`src/rtl/ws2812b_grb_serializer.sv`:
```
// ws2812b_grb_serializer
// Fetches 24-bit GRB pixel words from a synchronous pixel store while
// shipGRB is high. Each word goes out MSB-first on the WS2812B line with
// fixed T_BIT-clock bit periods. Done is raised when the last bit is out,
// and the line is then held low for the T_RESET-clock latch code.
// allDone pulses for one clock when the latch code completes.
//
// Optional build macro GRB_DIM_EN: when it is defined, every captured byte
// is shifted right by 2 (quarter brightness). Timing is not affected.
module ws2812b_grb_serializer #(
  parameter int NUM_LEDS = 8,
  parameter int ADDR_W   = 8,
  parameter int T_BIT    = 125,
  parameter int T0H      = 40,
  parameter int T1H      = 80,
  parameter int T_RESET  = 30000
) (
  input  logic              clk,
  input  logic              reset,
  input  logic              shipGRB,
  input  logic [23:0]       grb_data,
  output logic [ADDR_W-1:0] pix_addr,
  output logic              dout,
  output logic              Done,
  output logic              allDone
);

  localparam int BC_W     = (T_BIT > 1) ? $clog2(T_BIT) : 1;
  localparam int RC_W     = (T_RESET > 1) ? $clog2(T_RESET) : 1;
  localparam int TOT_BITS = 24 * NUM_LEDS;
  localparam int TOT_W    = $clog2(TOT_BITS);

  localparam logic [BC_W-1:0]  BC_LAST   = BC_W'(T_BIT - 1);
  localparam logic [BC_W-1:0]  BC_ONE    = BC_W'(1);
  localparam logic [BC_W-1:0]  T0H_C     = BC_W'(T0H);
  localparam logic [BC_W-1:0]  T1H_C     = BC_W'(T1H);
  localparam logic [RC_W-1:0]  RC_LAST   = RC_W'(T_RESET - 1);
  localparam logic [TOT_W-1:0] TOT_LAST  = TOT_W'(TOT_BITS - 1);
  // First frame-bit index of the final pixel; from there on nothing is prefetched.
  localparam logic [TOT_W-1:0] LAST_PIX0 = TOT_W'(24 * (NUM_LEDS - 1));

  typedef enum logic [2:0] {
    IDLE,
    FETCH,
    LATCH,
    SEND,
    LATCHRST
  } state_t;

  state_t             state_q,    state_d;
  logic [BC_W-1:0]    bc_q,       bc_d;
  logic [4:0]         bit_q,      bit_d;
  logic [TOT_W-1:0]   tot_q,      tot_d;
  logic [RC_W-1:0]    rc_q,       rc_d;
  logic [23:0]        shift_q,    shift_d;
  logic [23:0]        hold_q,     hold_d;
  logic [ADDR_W-1:0]  pix_addr_q, pix_addr_d;
  logic               dout_q,     dout_d;
  logic               done_q,     done_d;
  logic               all_done_q, all_done_d;

  // Apply optional quarter-brightness dimming to a captured pixel word.
  function automatic logic [23:0] capture_word(input logic [23:0] w);
`ifdef GRB_DIM_EN
    return {2'b00, w[23:18], 2'b00, w[15:10], 2'b00, w[7:2]};
`else
    return w;
`endif
  endfunction

  // Next-state, counters, prefetch and registered-output computation.
  always_comb begin
    state_d    = state_q;
    bc_d       = bc_q;
    bit_d      = bit_q;
    tot_d      = tot_q;
    rc_d       = rc_q;
    shift_d    = shift_q;
    hold_d     = hold_q;
    pix_addr_d = pix_addr_q;

    case (state_q)
      IDLE: begin
        bc_d       = '0;
        bit_d      = '0;
        tot_d      = '0;
        rc_d       = '0;
        pix_addr_d = '0;
        if (shipGRB) begin
          state_d = FETCH;
        end
      end

      FETCH: begin
        pix_addr_d = '0;
        state_d    = LATCH;
      end

      LATCH: begin
        shift_d    = capture_word(grb_data);
        pix_addr_d = ADDR_W'(1);
        bc_d       = '0;
        bit_d      = '0;
        tot_d      = '0;
        state_d    = SEND;
      end

      SEND: begin
        // The store answers one clock after pix_addr moved at the start of
        // bit 0, so the next pixel word is taken at bc=1 of that bit.
        if ((bit_q == 5'd0) && (bc_q == BC_ONE) && (tot_q < LAST_PIX0)) begin
          hold_d = capture_word(grb_data);
        end

        if (bc_q == BC_LAST) begin
          bc_d    = '0;
          shift_d = {shift_q[22:0], 1'b0};
          if (bit_q == 5'd23) begin
            bit_d = '0;
            if (tot_q == TOT_LAST) begin
              tot_d   = '0;
              rc_d    = '0;
              state_d = LATCHRST;
            end else begin
              tot_d      = tot_q + 1'b1;
              shift_d    = hold_q;
              pix_addr_d = pix_addr_q + 1'b1;
            end
          end else begin
            bit_d = bit_q + 1'b1;
            tot_d = tot_q + 1'b1;
          end
        end else begin
          bc_d = bc_q + 1'b1;
        end
      end

      LATCHRST: begin
        if (rc_q == RC_LAST) begin
          rc_d       = '0;
          pix_addr_d = '0;
          state_d    = IDLE;
        end else begin
          rc_d = rc_q + 1'b1;
        end
      end

      default: begin
        state_d = IDLE;
      end
    endcase

    // Outputs are registered. They are derived from the next-cycle state and
    // counters, so the registers show the values for the cycle being entered.
    dout_d     = (state_d == SEND) &&
                 (bc_d < (shift_d[23] ? T1H_C : T0H_C));
    done_d     = (state_d == LATCHRST);
    all_done_d = (state_d == LATCHRST) && (rc_d == RC_LAST);
  end

  // State, counter, data and output registers with synchronous reset.
  always_ff @(posedge clk) begin
    if (reset) begin
      state_q    <= IDLE;
      bc_q       <= '0;
      bit_q      <= '0;
      tot_q      <= '0;
      rc_q       <= '0;
      shift_q    <= '0;
      hold_q     <= '0;
      pix_addr_q <= '0;
      dout_q     <= 1'b0;
      done_q     <= 1'b0;
      all_done_q <= 1'b0;
    end else begin
      state_q    <= state_d;
      bc_q       <= bc_d;
      bit_q      <= bit_d;
      tot_q      <= tot_d;
      rc_q       <= rc_d;
      shift_q    <= shift_d;
      hold_q     <= hold_d;
      pix_addr_q <= pix_addr_d;
      dout_q     <= dout_d;
      done_q     <= done_d;
      all_done_q <= all_done_d;
    end
  end

  assign pix_addr = pix_addr_q;
  assign dout     = dout_q;
  assign Done     = done_q;
  assign allDone  = all_done_q;

endmodule

```
`config.mk`:
```
export PLATFORM = sky130hd
export DESIGN_NAME = ws2812b_grb_serializer
export DESIGN_NICKNAME = d
export VERILOG_FILES = /design/src/rtl/ws2812b_grb_serializer.sv
export SDC_FILE = /design/constraint.sdc
export NUM_CORES = 1
export LEC_CHECK = 0
export CAP_MARGIN = 20
export CORE_AREA = 2 2 105 81
export CTS_CLUSTER_DIAMETER = 80
export DETAILED_ROUTE_END_ITERATION = 8
export DIE_AREA = 0 0 107 83
export DONT_BUFFER_PORTS = 1
export MAX_ROUTING_LAYER = met4
export PLACE_DENSITY_LB_ADDON = 0.12
export SLEW_MARGIN = 15
export SYNTH_ARGS = -nofsm -noshare
export SYNTH_HDL_FRONTEND = slang
export SYNTH_SLANG_ARGS = --single-unit
```
`constraint.sdc`:
```
create_clock -name clk -period 2.65 [get_ports clk]
set_input_delay 0.265 -clock clk [delete_from_list [all_inputs] [get_ports clk]]
set_output_delay 0.265 -clock clk [all_outputs]
set_load 0.02 [all_outputs]
```
**Run 1: M1 wires**

Scale bar: 20 um.
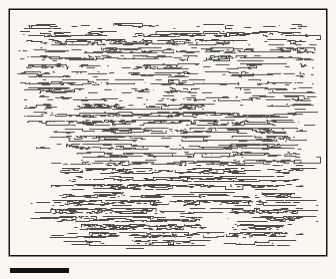
longest straight run: 27.1 um
share of all routed wire: 49%
main direction: horizontal
wire length on this layer: 5,470 um
nets with wire on the layer: 574
global-route track usage on met1: 38.0%
final wirelength: 11.2 mm
via count of the routed design: 4,258

**Run 1: metal 2**

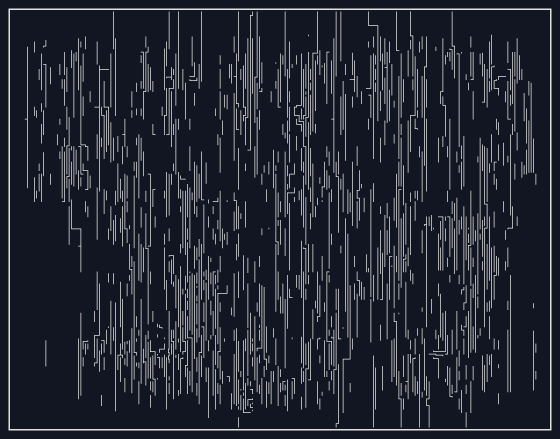
longest straight run: 27.9 um
share of all routed wire: 44%
global routing met2 resource utilization: 39.0%

**Run 1: metal 3**

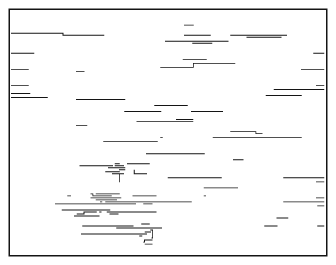
wire length on this layer: 718 um
main direction: horizontal
longest straight run: 29.9 um
global routing usage on met3: 6.91%

**Run 1: routing congestion**

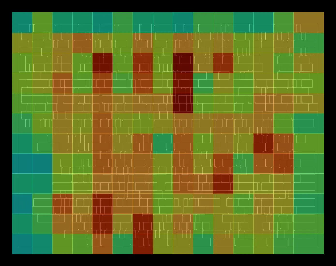
most congested layer reported by global routing: met2
total routing resource utilization after global routing: 27.2%
drt wl/cell: 16.7 um

==> run 1: final cells by class <==
| cell class | count | area, um^2 |
|---|---|---|
| Tap cell | 105 | 131 |
| Clock buffer | 9 | 124 |
| Timing Repair Buffer | 29 | 253 |
| Inverter | 8 | 30.0 |
| Multi-Input combinational cell | 418 | 2730 |
| Clock inverter | 6 | 92.6 |
| Fill cell | 625 | 2510 |
| Sequential cell | 97 | 1940 |
==> run 1: power breakdown <==
group          internal (uW)  total (uW)  switching [uW]
Clock                    533        1060             523
Sequential              1480        1510            22.4
Combinational           84.1         207             123
==> run 1: final timing paths <==
path               start  slack [ns]    endpoint
max              bc_q[1]        0.21        dout
min reg2reg   shift_q[0]        0.47  shift_q[0]
min          grb_data[4]        0.04   hold_q[4]
max reg2reg      bc_q[1]        0.21        dout
==> run 1: cells by family (layout without fill, tap and decap cells) <==
group                    after synthesis  after routing  share of synthesized area (%)
AND/OR/NAND/NOR                      232            232                           24.4
AND-OR/OR-AND                        121            121                           17.3
adder cells (fa/ha/maj)               12             12                           3.05
buffers and inverters                 46             52                           4.39
flip-flops                            97             97                           40.1
XOR/XNOR                               6              6                           1.08
multiplexers                          47             47                           9.71
==> run 1: per-stage QoR <==
stage | setup slack, ns | utilization (%) | power (uW) | hold slack, ns | cells
after floorplan | 0.350 | - | 1680 | 0.412 | 561
after global placement | 0.270 | 64.1 | 1700 | 0.343 | 653
after detailed placement | 0.0572 | 64.1 | 1710 | 0.345 | 653
after CTS | 0.0368 | 67.4 | 2780 | 0.0290 | 670
after global routing | 0.00881 | 67.9 | 2870 | 0.0412 | 672
final | 0.206 | 67.9 | 2770 | 0.0432 | 672
==> run_results.csv, run 1 <==
group,metric,value,unit
cts,ctsHtreeMaxLevel,3,
worst_setup_path,cpPeakStageDelay,0.40,ns
power,power.density,522,nW/um^2
final_timing,setup_viol_count_final,0,
yosys,floorplan.nets,599,
yosys,synth_flop_count,97,
worst_setup_path,crit_fanout,6,
worst_setup_path,timing.reg2reg.worst_path_depth,9,
placed_design,placed_cell_area,5010,um^2
floorplan,dieArea,8880,um^2
finish,antenna_cells_inserted,0,
yosys,yosysTopAreaCellShare,40.1,%
final_timing,hold_viol_final,0,
final_timing,timing.fmax,0.409,GHz
outcome,status,"finished clean",
drt,detail_route.first_pass.iterations,9,
drt,maxUsedRoutingLayer,"met4",
final_timing,clock-skew-final,0.0105,ns
final_timing,min_period_over_period,92.2,%
global_routing,grt_pass1_vias,4016,
drt,drt_first_iter_violations,265,
worst_setup_path,timing.critical_path.required,2.97,ns
min_path,whs_path_depth,2,
global_routing,grt_pass1_wl,19.3,mm
global_routing,grt_max_degree,89,
final_timing,maxSlewHeadroom,60.7,%
floorplan,core.rowCount,28,
finish,most_frequent_logic_cell_in_the_layout,"nor2_1",
yosys,biggest_area_contributors_in_the_synthesized_netlist,"dfxtp_1, mux2i_1, nor2_1",
floorplan,fp.coreArea,7810,um^2
floorplan,die.size.y,83,um
cts,tritoncts,"done",
yosys,post_synth_inst_count,561,
yosys,synthArstFlopShare,0,%
worst_setup_path,ordered_list_of_cells_on_the_worst_path,"inv_1 -> ha_1 -> and4_1 -> a21oi_2 -> nand4_1 -> o41ai_2 -> ha_1 -> a211oi_1 -> o2111a_1",
placed_design,port_buffer_cells,0,
floorplan,fp_util,62.0,%
finish,syn_to_final_growth,9.43,%
drt,drtAntennaViolNets,0,
--- run 2 (diff from run 1) ---
- CORE_AREA: 2 2 105 81 -> 2 2 117 91
- DIE_AREA: 0 0 107 83 -> 0 0 119 93
- clock period: 2.65 -> 2.1 ns (I/O delays scaled with it)
**Run 2: metal 2**

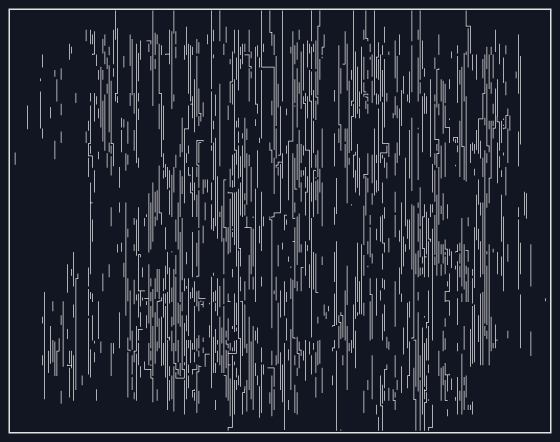
nets with wire on the layer: 566
wire length on this layer: 5,810 um
main direction: vertical
longest straight run: 38.1 um
share of all routed wire: 44%
via count of the routed design: 4,524
final wirelength: 13.3 mm
global routing met2 resource utilization: 36.3%

==> run 2 against run 1 <==
- the flow now finishes with violations (setup timing)
- worst hold slack got worse by 0.034 ns
- design area rose by 19%
- sequential share of layout area fell by 5.6 points
- total power rose by 42%
- first-iteration DRC count rose by 58%
- worst setup slack got worse by 0.27 ns
- area after synthesis did not move
- global-route usage fell by 3.1 points
- final cell count rose by 16%
- critical endpoint unchanged
- largest power group unchanged
- highest routed layer unchanged
==> run_results.csv, run 2 <==
group,metric,value,unit
cts,ctsHtreeMaxLevel,3,
outcome,status,"complete, but fails checks",
placed_design,dp_worst_setup_slack,-0.205,ns
final_timing,hold-worst-slack,0.00892,ns
min_path,whs_path_depth,2,
yosys,post_synth_inst_count,561,
yosys,floorplan.nets,599,
outcome,violations,"setup timing",
yosys,main_combinational_cell_family_by_area_after_synthesis,"simple AND/OR/NAND/NOR gates",
final_timing,timing.fmax,0.461,GHz
yosys,synthArstFlopShare,0,%
yosys,biggest_area_contributors_in_the_synthesized_netlist,"dfxtp_1, mux2i_1, nor2_1",
yosys,ao_oa_area_share,17.3,%
placed_design,numPlacedInstances,746,
worst_setup_path,crit_fanout,5,
floorplan,dieArea,11100,um^2
finish,final-instance-count-excl-fill,779,
drt,detail_route.wl_per_cell,17.0,um
final_timing,hold_viol_final,0,
yosys,synth_flop_count,97,
yosys,ys_sh_xor,1.08,%
yosys,synth-adder-area-share,3.05,%
final_timing,setup_viol_count_final,2,
final_timing,fin_ws,-0.0681,ns
[run 2: repair_timing]
action	CTS	global route
setup buffers	5	9
cloned	0	3
hold buffers	1	0
endpoints found under the hold margin	89	0
setup endpoints to repair	7	55
pin swaps	17	21
resized	19	49
[run 2: stage by stage]
step,instance area [um^2],util [%]
after global placement,5560,55.8
final,6310,63.3
after CTS,6010,60.3
after detailed placement,5560,55.8
after floorplan,4920,-
after global routing,6310,63.3
[run 2: power by group]
| part | switching (uW) | total (uW) | internal [uW] | leakage (uW) |
|---|---|---|---|---|
| logic | 172 | 310 | 138 | 0.00154 |
| clock network | 782 | 1730 | 948 | 0.000153 |
| registers | 27.0 | 1900 | 1870 | 0.000789 |
| total | 982 | 3940 | 2960 | 0.00248 |
[run 2: logic make-up after synthesis]
| logic type | after synthesis |
|---|---|
| DFF | 97 |
| adders and majority gates | 12 |
| buffers and inverters | 46 |
| AOI/OAI and AO/OA | 121 |
| xor gates and xnor gates | 6 |
| muxes | 47 |
| and+or+nand+nor | 232 |
[run 2: worst paths after layout]
path                endpoint          from  slack [ns]
setup / recovery        dout       bc_q[1]       -0.07
setup reg to reg        dout       bc_q[1]       -0.07
hold reg to reg   shift_q[0]    shift_q[0]        0.48
hold / removal    hold_q[11]  grb_data[11]       0.009
[run 2: final cells by class]
class | instances | share of cell area [%]
clock buffer | 9 | 3.57
clock inverter | 7 | 1.35
inverter | 8 | 0.516
multi-input combinational | 418 | 46.7
sequential | 97 | 31.0
tap | 136 | 2.70
timing repair buffer | 104 | 14.1
[run 2: routing by layer]
layer	vias to the layer above	part of all wire, %
met1	2179	50
met3	19	5.2
li1	2209	-
met2	117	44
met4	0	1.5
met5	-	0
--- run 3 (diff from run 2) ---
- GPL_TIMING_DRIVEN: unset -> 0
- SLEW_MARGIN: 15 -> 20
**Run 3: M1 wires**

Scale bar: 20 um.
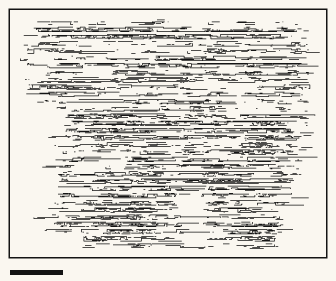
share of all routed wire: 49%
wire length on this layer: 6,410 um
main direction: horizontal
nets with wire on the layer: 618
final wirelength: 13.1 mm
via count of the routed design: 4,470
global-route track usage on met1: 33.7%

==> run 3 against run 2 <==
- register-to-register slack worse by 0.09 ns
- clock skew fell by 0.0014 ns
- clock power fell by about 10%
- clock-buffer cell count up 1
- largest power group unchanged
- first-iteration DRC count increased by 1.7%
- sequential cell count did not move
- the run still ends with setup timing left
==> run_results.csv, run 3 <==
group,metric,value,unit
yosys,biggest_area_contributors_in_the_synthesized_netlist,"dfxtp_1, mux2i_1, nor2_1",
finish,layout.core_utilization,61.7,%
floorplan,dieArea,11100,um^2
global_routing,grt_pass1_vias,4281,
final_timing,clock-skew-final,0.00524,ns
worst_setup_path,timing.critical_path.required,2.32,ns
power,clock_power_share,41.0,%
power,cellInternalPower,2810,uW
power,power_switching,959,uW
drt,drt_first_iter_violations,426,
cts,post_cts.resized_instances,57,
outcome,status,"complete, but fails checks",
final_timing,setup_viol_count_final,29,
final_timing,fin_ws,-0.162,ns
outcome,violations,"setup timing",
power,netSwitchingFraction,25.5,%
finish,final-instance-count-excl-fill,751,
finish,syn_to_final_growth,27.0,%
floorplan,core.rowCount,32,
placed_design,port_buffer_cells,0,
==> run 3: cell counts after synthesis <==
No cell type changed its count.
==> run 3: power groups by stage <==
stage | Combinational [uW] | Clock [uW] | Sequential [uW]
global route | 355 | 1620 | 1900
global placement | 256 | 0 | 1940
finish | 328 | 1540 | 1890
detailed placement | 259 | 0 | 1940
floorplan | 194 | 0 | 1930
CTS | 297 | 1570 | 1890
==> run 3: kinds of logic after synthesis <==
group	count (synthesis)	synth area share (%)
flops	97	40.1
fa+ha+maj	12	3.05
mux	47	9.71
compound gates	121	17.3
buf+inv	46	4.39
xor+xnor	6	1.08
simple gates	232	24.4
==> run 3: final timing paths <==
kind | startpoint | to | slack, ns | cells past startpoint
setup / recovery | bc_q[1] | hold_q[12] | -0.16 | 11
hold / removal | grb_data[17] | shift_q[17] | 0.01 | 2
setup reg to reg | bc_q[1] | hold_q[12] | -0.16 | 11
hold reg to reg | shift_q[0] | shift_q[0] | 0.49 | 2
==> run 3: final cells by class <==
| class | count | area [um^2] |
|---|---|---|
| timing repair buffer | 43 | 394 |
| tap | 136 | 170 |
| buffer | 33 | 244 |
| sequential | 97 | 1970 |
| inverter | 8 | 30.0 |
| fill | 867 | 3820 |
| clock inverter | 6 | 42.5 |
| clock buffer | 10 | 229 |
| multi-input combinational | 418 | 3070 |
==> run 3: layer usage <==
metal / wire length [um] / vias up / global-route usage, % / share of wire (%)
met5: 0 / - / - / 0
met1: 6410 / 2180 / 33.7 / 49
met4: 171 / 0 / 7.74 / 1.3
met2: 5810 / 119 / 37.2 / 44
met3: 720 / 18 / 4.88 / 5.5
li1: - / 2153 / - / -
Power figures rest on the tool's default switching activity, not on a simulated workload.
